[src/rtl/sequential_carryless_multiplier.sv]
// Multi-cycle GF(2) polynomial multiplier with CLMUL / CLMULH / CLMULR result selection.
// Consumes BITS_PER_CYCLE bits of operand B per clock behind valid/ready handshakes.
module sequential_carryless_multiplier #(
    parameter int DATA_WIDTH     = 32,
    parameter int BITS_PER_CYCLE = 4
) (
    input  logic                  clk_i,
    input  logic                  rst_n_i,
    input  logic                  flush_i,
    input  logic                  valid_i,
    output logic                  ready_o,
    input  logic [DATA_WIDTH-1:0] operand_A_i,
    input  logic [DATA_WIDTH-1:0] operand_B_i,
    input  logic [1:0]            mode_i,
    output logic                  valid_o,
    input  logic                  ready_i,
    output logic [DATA_WIDTH-1:0] result_o
);

    localparam int N     = DATA_WIDTH;
    localparam int BPC   = BITS_PER_CYCLE;
    localparam int STEPS = N / BPC;
    localparam int CNT_W = (STEPS > 1) ? $clog2(STEPS) : 1;
    localparam logic [CNT_W-1:0] LAST_CNT = CNT_W'(STEPS - 1);

    typedef enum logic [1:0] {
        IDLE,
        COMPUTE,
        DONE
    } state_t;

    state_t           state;
    logic [2*N-1:0]   acc;
    logic [2*N-1:0]   acc_next;
    logic [2*N-1:0]   a_shift;
    logic [N-1:0]     b_shift;
    logic [1:0]       mode_q;
    logic [CNT_W-1:0] cnt;
    logic [N-1:0]     result_sel;

    // A is pre-shifted and B consumed from its LSBs, so each step only needs fixed shifts.
    always_comb begin
        acc_next = acc;
        for (int j = 0; j < BPC; j++) begin
            if (b_shift[j]) begin
                acc_next = acc_next ^ (a_shift << j);
            end
        end
    end

    always_comb begin
        result_sel = acc_next[N-1:0];
        case (mode_q)
            2'b01:   result_sel = acc_next[2*N-1:N];
            2'b10:   result_sel = acc_next[2*N-2:N-1];
            default: result_sel = acc_next[N-1:0];
        endcase
    end

    assign ready_o = rst_n_i && ((state == IDLE) || ((state == DONE) && ready_i));

    always_ff @(posedge clk_i) begin
        if (!rst_n_i) begin
            state    <= IDLE;
            valid_o  <= 1'b0;
            result_o <= '0;
            acc      <= '0;
            cnt      <= '0;
            a_shift  <= '0;
            b_shift  <= '0;
            mode_q   <= 2'b00;
        end else if (flush_i) begin
            state   <= IDLE;
            valid_o <= 1'b0;
        end else begin
            case (state)
                IDLE: begin
                    if (valid_i) begin
                        a_shift <= {{N{1'b0}}, operand_A_i};
                        b_shift <= operand_B_i;
                        mode_q  <= mode_i;
                        acc     <= '0;
                        cnt     <= '0;
                        state   <= COMPUTE;
                    end
                end
                COMPUTE: begin
                    acc     <= acc_next;
                    a_shift <= a_shift << BPC;
                    b_shift <= b_shift >> BPC;
                    cnt     <= cnt + CNT_W'(1);
                    if (cnt == LAST_CNT) begin
                        state    <= DONE;
                        valid_o  <= 1'b1;
                        result_o <= result_sel;
                    end
                end
                DONE: begin
                    // A consumed result may be replaced by a new operation in the same cycle.
                    if (ready_i) begin
                        valid_o <= 1'b0;
                        if (valid_i) begin
                            a_shift <= {{N{1'b0}}, operand_A_i};
                            b_shift <= operand_B_i;
                            mode_q  <= mode_i;
                            acc     <= '0;
                            cnt     <= '0;
                            state   <= COMPUTE;
                        end else begin
                            state <= IDLE;
                        end
                    end
                end
                default: begin
                    state   <= IDLE;
                    valid_o <= 1'b0;
                end
            endcase
        end
    end

endmodule

[config.mk]
export PLATFORM = sky130hd
export DESIGN_NAME = sequential_carryless_multiplier
export DESIGN_NICKNAME = d
export VERILOG_FILES = /design/src/rtl/sequential_carryless_multiplier.sv
export SDC_FILE = /design/constraint.sdc
export NUM_CORES = 1
export LEC_CHECK = 0
export ABC_AREA = 1
export ABC_CLOCK_PERIOD_IN_PS = 2400
export CAP_MARGIN = 10
export CORE_UTILIZATION = 27
export CTS_CLUSTER_SIZE = 16
export DETAILED_ROUTE_END_ITERATION = 7
export GPL_ROUTABILITY_DRIVEN = 0
export GPL_TIMING_DRIVEN = 0
export PLACE_DENSITY_LB_ADDON = 0.3
export SYNTH_ARGS = -nofsm -noshare
export SYNTH_HDL_FRONTEND = slang
export SYNTH_SLANG_ARGS = --single-unit
[constraint.sdc]
create_clock -name clk_i -period 2.4 [get_ports clk_i]
set_input_delay 0.36 -clock clk_i [delete_from_list [all_inputs] [get_ports clk_i]]
set_output_delay 0.36 -clock clk_i [all_outputs]
set_load 0.05 [all_outputs]
clocks.png
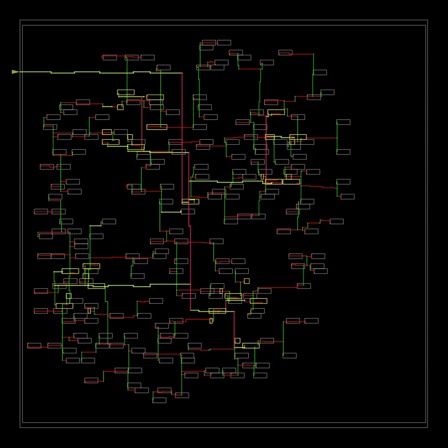
CTS buffer count: 17
clk_skew: 0.01117 ns
clock buffers: 23
Clock net power: 0.00292 W
clk ins delay skew pair: 0.46 ns

flops_by_reg.png
Scale bar: 50 um. Other sequential cells in the stronger grey, the rest of the logic in the fainter grey.
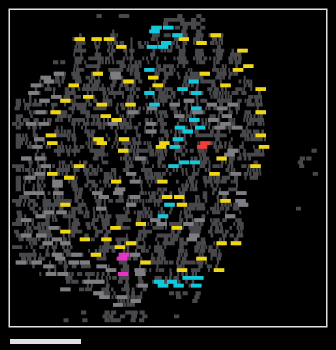
colour	signal	placed flops
cyan	result_o	32
magenta	cnt	3
red	mode_q	2
yellow	acc	64

sizes.png
Scale bar: 50 um.
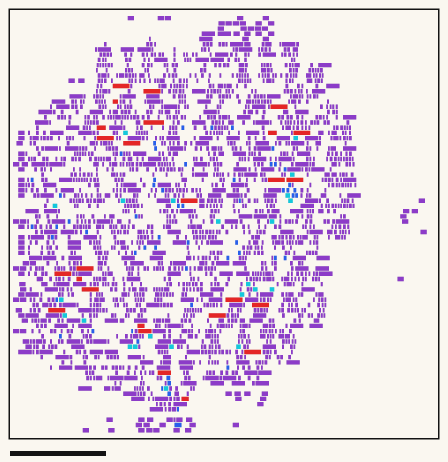
colour	size	cells	share
cyan	_3 and _4 cells	23	0.97%
red	_6 and larger	26	1.1%
purple	_0 and _1 cells	2260	96%
blue	_2 cells	56	2.4%
Area Growth Syn to Fin: 17.94%
Setup WS post-layout: 0.04848 ns
Plain + repair buffers: 224
final instance area: 15580 um2

[power by group]
| group | total [W] | leakage, nW | switching (W) | internal [W] |
|---|---|---|---|---|
| sequential | 0.00352 | 1.62 | 0.000106 | 0.00341 |
| combinational | 0.00108 | 4.94 | 0.000742 | 0.000339 |
| clock | 0.00292 | 0.253 | 0.00142 | 0.00150 |
| total | 0.00752 | 6.82 | 0.00227 | 0.00524 |
[final timing paths]
path                  endpoint  cells after the start
setup / recovery  result_o[17]                      8
hold / removal      b_shift[4]                      2
setup reg to reg  result_o[17]                      8
hold reg to reg     b_shift[4]                      2
[repair_timing]
action                     in CTS  in global routing
resized                         4                  2
hold endpoints to repair        0                  0
setup endpoints to repair       1                  4
hold buffers                    0                  0
==> impl_metrics.py <==
# Flow results
metrics = {
    "placement": {
        "pre_cts_slack_ns": -0.6579,
        "dpl_cell_area_um2": 15020,
        "dpl.hpwl_um": 35450,
        "portBuffers": 104,
    },
    "synth": {
        "yosysTopAreaCellShare_pct": 30.30,
        "synth.distinct_cells": 24,
        "ys_ff": 200,
        "yosysCellCount": 2230,
        "synth.most_common_cell": "nand2_1",
        "yosys-top-cells-count": "nand2_1, nand3_1, inv_1",
        "postSynthSeqShare_pct": 30.30,
        "simple_gate_area_share_pct": 38.98,
        "synthArstFlopShare_pct": 0,
        "yosys_warnings": 0,
        "syn-cell-area_um2": 13210,
        "synthAdderAreaFrac_pct": 0.3788,
        "synthFlopType": "dfxtp_1",
        "synth-edff-count": 0,
        "synthTopLogicFamily": "simple AND/OR/NAND/NOR gates",
    },
    "final_timing": {
        "max_slew_margin_pct": 48.23,
        "rsz0062_at_grt": "false",
        "hold_slack_ns": 0.4541,
        "min_period_ns": 2.352,
        "fin_setup_tns_ns": 0,
        "post-route-period-util_pct": 97.98,
        "worst_slew_pin_slew_ns": 0.7766,
        "drv_slew": 0,
    },
    "finish": {
        "layout-drive-gt1-share_pct": 4.440,
        "sh_seq_area_pct": 25.69,
        "fin_nets": 2427,
        "final_util_pct": 32.43,
        "layout.cells.most_common": "nand2_1",
        "antennaDiodeCount": 0,
        "fillers": 5319,
        "final_cell_mix": "nand2_1, nand3_1, inv_1, a21oi_1, dfxtp_1",
        "biggestCellCategory": "multi-input combinational cells",
        "comb_area_share_pct": 49.74,
        "clk_share_pct": 3.597,
    },
    "setup_path": {
        "critical_path.max_fanout": 10,
        "worst-r2r-setup-slack_ns": 0.05,
        "critPathKind": "reg -> reg",
        "cp-start-kind": "register",
        "critPathMaxStageDelay_ns": 0.55,
        "crit_arrival_ns": 2.74,
        "crit_chain": "inv_1, ha_1, clkbuf_1, clkbuf_1, nand3_1, nand2_1, inv_1, a21oi_1",
        "crit_path_top_delay_cell": "clkbuf_1",
        "path_buffers": 4,
        "critPathCaptureType": "register",
    },
    "clock_tree": {
        "cts.sinks": 200,
        "cts.clk_slew.worst_paths_ns": 0.08,
        "cts.path.max_buffers": 2,
    },
    "floorplanning": {
        "initial_core_util_pct": 27.50,
        "core-area_um2": 48050,
        "rows": 80,
        "fp.dieH_um": 223.2,
        "nWellTaps": 615,
        "io_pins": 105,
    },
    "grt": {
        "grt_max_degree": 17,
        "gr-usage-all-layers_pct": 18.98,
        "busiest_layer": "met2",
        "met2_usage_pct": 32.36,
        "antenna_found_initial": 0,
        "grt_overflow": 0,
    },
    "detailed_routing": {
        "viasPerCell": 4.934,
        "drt_iter0_drc": 1208,
        "route.met3.wl_um": 2518,
        "top_layer_used": "met4",
        "routedWlPerCell_um": 15.81,
        "drc": 0,
        "ant_nets": 0,
        "routed-via-count": 14700,
        "drt-met1-wl_um": 20990,
        "route.met2.wl_um": 22420,
    },
    "pwr": {
        "cellLeakagePower_nw": 6.818,
        "p_per_area_nw_per_um2": 482.3,
        "p_total_w": 0.007515,
        "vdd_drop_max_uv": 542.5,
    },
    "min_path": {
        "hp-start": "b_shift[4]",
        "min_path_type": "reg -> reg",
    },
    "flow_run": {
        "drv_cap": 0,
        "warnings": 27,
    },
    "run_status": {
        "status": "completed",
    },
}
Power and IR drop assume default switching activity.
